==> config.mk <==
export PLATFORM = sky130hd
export DESIGN_NAME = pipe_stage_skid
export DESIGN_NICKNAME = d
export VERILOG_FILES = /design/src/rtl/pipe_stage_skid.sv
export SDC_FILE = /design/constraint.sdc
export NUM_CORES = 1
export LEC_CHECK = 0
export CAP_MARGIN = 20
export CORE_MARGIN = 2
export CORE_UTILIZATION = 41
export DETAILED_ROUTE_END_ITERATION = 16
export PLACE_DENSITY = 0.74
export SETUP_SLACK_MARGIN = 0.02
export SLEW_MARGIN = 5
export SYNTH_ARGS = -nofsm -noshare
export SYNTH_HDL_FRONTEND = slang
export SYNTH_SLANG_ARGS = --single-unit
export TNS_END_PERCENT = 50
==> constraint.sdc <==
create_clock -name clock -period 2.15 [get_ports clock]
set_input_delay 0.43 -clock clock [delete_from_list [all_inputs] [get_ports clock]]
set_output_delay 0.43 -clock clock [all_outputs]
set_load 0.01 [all_outputs]
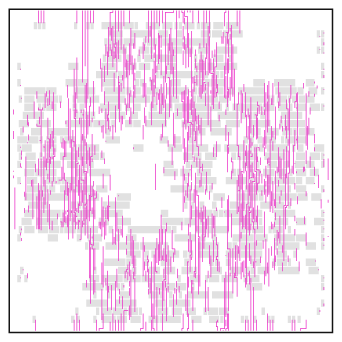
(images/met2.png)
Drawn at 3 px/um. Cells faint in the background.
longest straight run = 34.7 um
nets with wire on the layer = 547
via count: 3555
met2 layer usage reported by global route: 30.3%
routed wire length: 10.1 mm

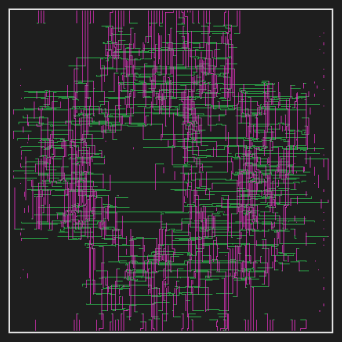
(images/metal_stack.png)
Drawn at 3 px/um. Only two layers are drawn.
green -> met1  # wire length 4300 um
magenta -> met2  # wire length 4940 um
all-layer global routing usage: 17.7%
Avg WL per Cell: 13.9 um

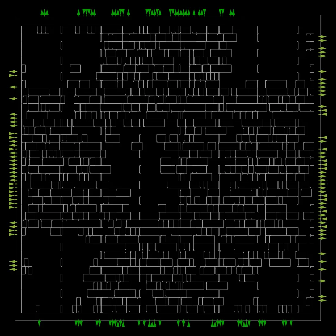
(images/final_placement.png)
core region area: 0.0103 mm^2
flip-flop and latch count: 84
well-tap cell count: 136
filler instances: 952

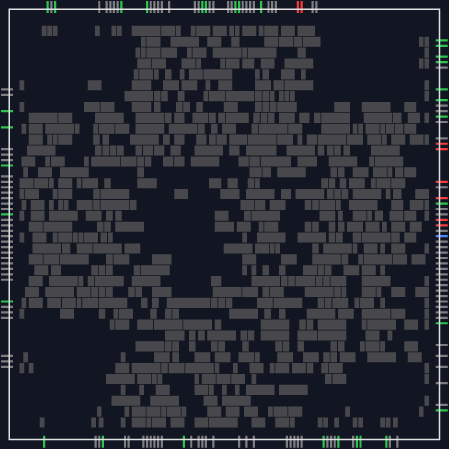
(images/pins.png)
Drawn at 4 px/um. Pins as bars across the die edge, other pins in grey.
green -> `xferCount`  # pins 32, direction output, edge 10 east, 9 north, 8 south, 5 west
red -> `inCtrl`  # pins 8, direction input, edge 6 east, 2 north
blue -> `outEop`  # pins 1, direction output, edge east
Port Buffers: 90
horizontal die dimension: 107 um
Vert. Die Dim: 107 um

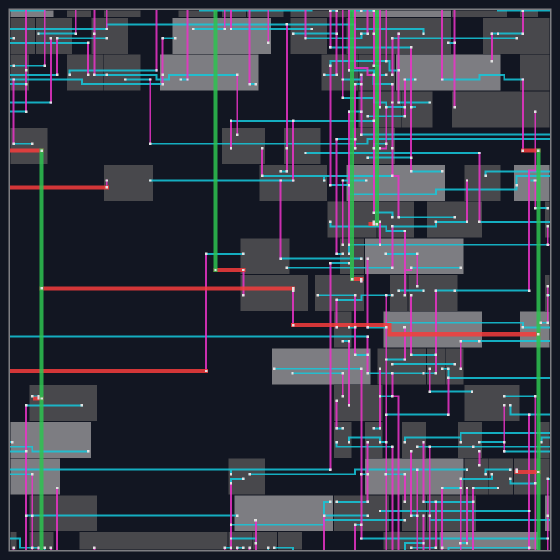
(images/zoom.png)
Region (34, 34) to (74, 74) um. Cells in grey, sequential cells in the stronger grey; small squares are vias.
green -> met4
magenta -> met2
red -> met3
cyan -> met1
most frequent = dfxtp_1 (11), buf_4 (11), nand2_1 (7)
sequential cells in the window = 12
cells with their middle in the window = 68

==> flow_summary.json <==
{
  "grt_pass1_wl_mm": 16.2,
  "top_area_cell_class": "logic gates",
  "reg2regPathDepth": 5,
  "hp-class": "reg2reg",
  "crit_slowest_cell": "sky130_fd_sc_hd__clkdlybuf4s50_1",
  "fin_total_pwr_uw": 3120,
  "drt-vias-per-instance": 4.91,
  "finalSetupViolations": 0,
  "layout-drive-gt1-share_pct": 12.1,
  "startpoint_type": "input port",
  "num-nonclk-buffers": 112,
  "count_of_antenna_violating_nets_left_after_detailed_routing": 0,
  "cp.required_ns": 1.72,
  "final_cell_count_no_fill": 724,
  "timing.final.max_slew_violations": 0,
  "synthesis.instances": 503,
  "drv.max_cap_violation_count": 0,
  "crit_path_end_kind": "primary output",
  "area.growth.synth_to_final_pct": 23.5,
  "timing.reg2reg.setup_slack_ns": 0.56,
  "grt_start_max_net_pins": 51,
  "outcome": "finished, final reports clean",
  "crit_path_max_incr_delay_ns": 0.51
}
layout by cell type (no fill, tap or decap), types with 9 or more instances in the layout:
cell / count
sky130_fd_sc_hd__dlygate4sd2_1: 9
sky130_fd_sc_hd__nand2_1: 83
sky130_fd_sc_hd__a21oi_1: 43
sky130_fd_sc_hd__o21ai_1: 40
sky130_fd_sc_hd__mux2i_1: 41
sky130_fd_sc_hd__mux2_1: 15
sky130_fd_sc_hd__conb_1: 64
sky130_fd_sc_hd__nand3_1: 41
sky130_fd_sc_hd__clkbuf_8: 11
sky130_fd_sc_hd__and3_1: 9
sky130_fd_sc_hd__mux2_2: 26
sky130_fd_sc_hd__clkdlybuf4s50_1: 79
sky130_fd_sc_hd__buf_4: 18
sky130_fd_sc_hd__dfxtp_1: 83
cell families (layout without fill, tap and decap cells):
| kind of cell | Yosys count | after routing | share of synthesized area [%] |
|---|---|---|---|
| multiplexers | 82 | 82 | 20.0 |
| AND/OR/NAND/NOR | 143 | 143 | 14.8 |
| other | 1 | 64 | 0.0859 |
| buffers and inverters | 106 | 128 | 16.2 |
| flip-flops | 84 | 84 | 38.5 |
| AND-OR/OR-AND | 87 | 87 | 10.5 |
per-layer routing:
metal  track usage [%]  part of all wire [%]  up-vias
li1                  -                     -     1747
met4              7.79                   2.2        0
met5                 0                     0        -
met2              30.3                    49      110
met3              4.01                   5.9       16
met1              21.0                    43     1682
stage by stage:
step	hold WS [ns]	TNS, ns	util (%)
after floorplan	0.434	0	-
after detailed placement	0.453	-0.606	50.3
after CTS	0.464	-0.132	52.2
after global placement	0.442	-0.417	50.3
final	0.459	0	52.2
after global routing	0.489	0	52.2
timing repair:
action | in CTS | in global routing
setup endpoints to repair | 11 | 2
resized | 9 | 3
cloned | 0 | 0
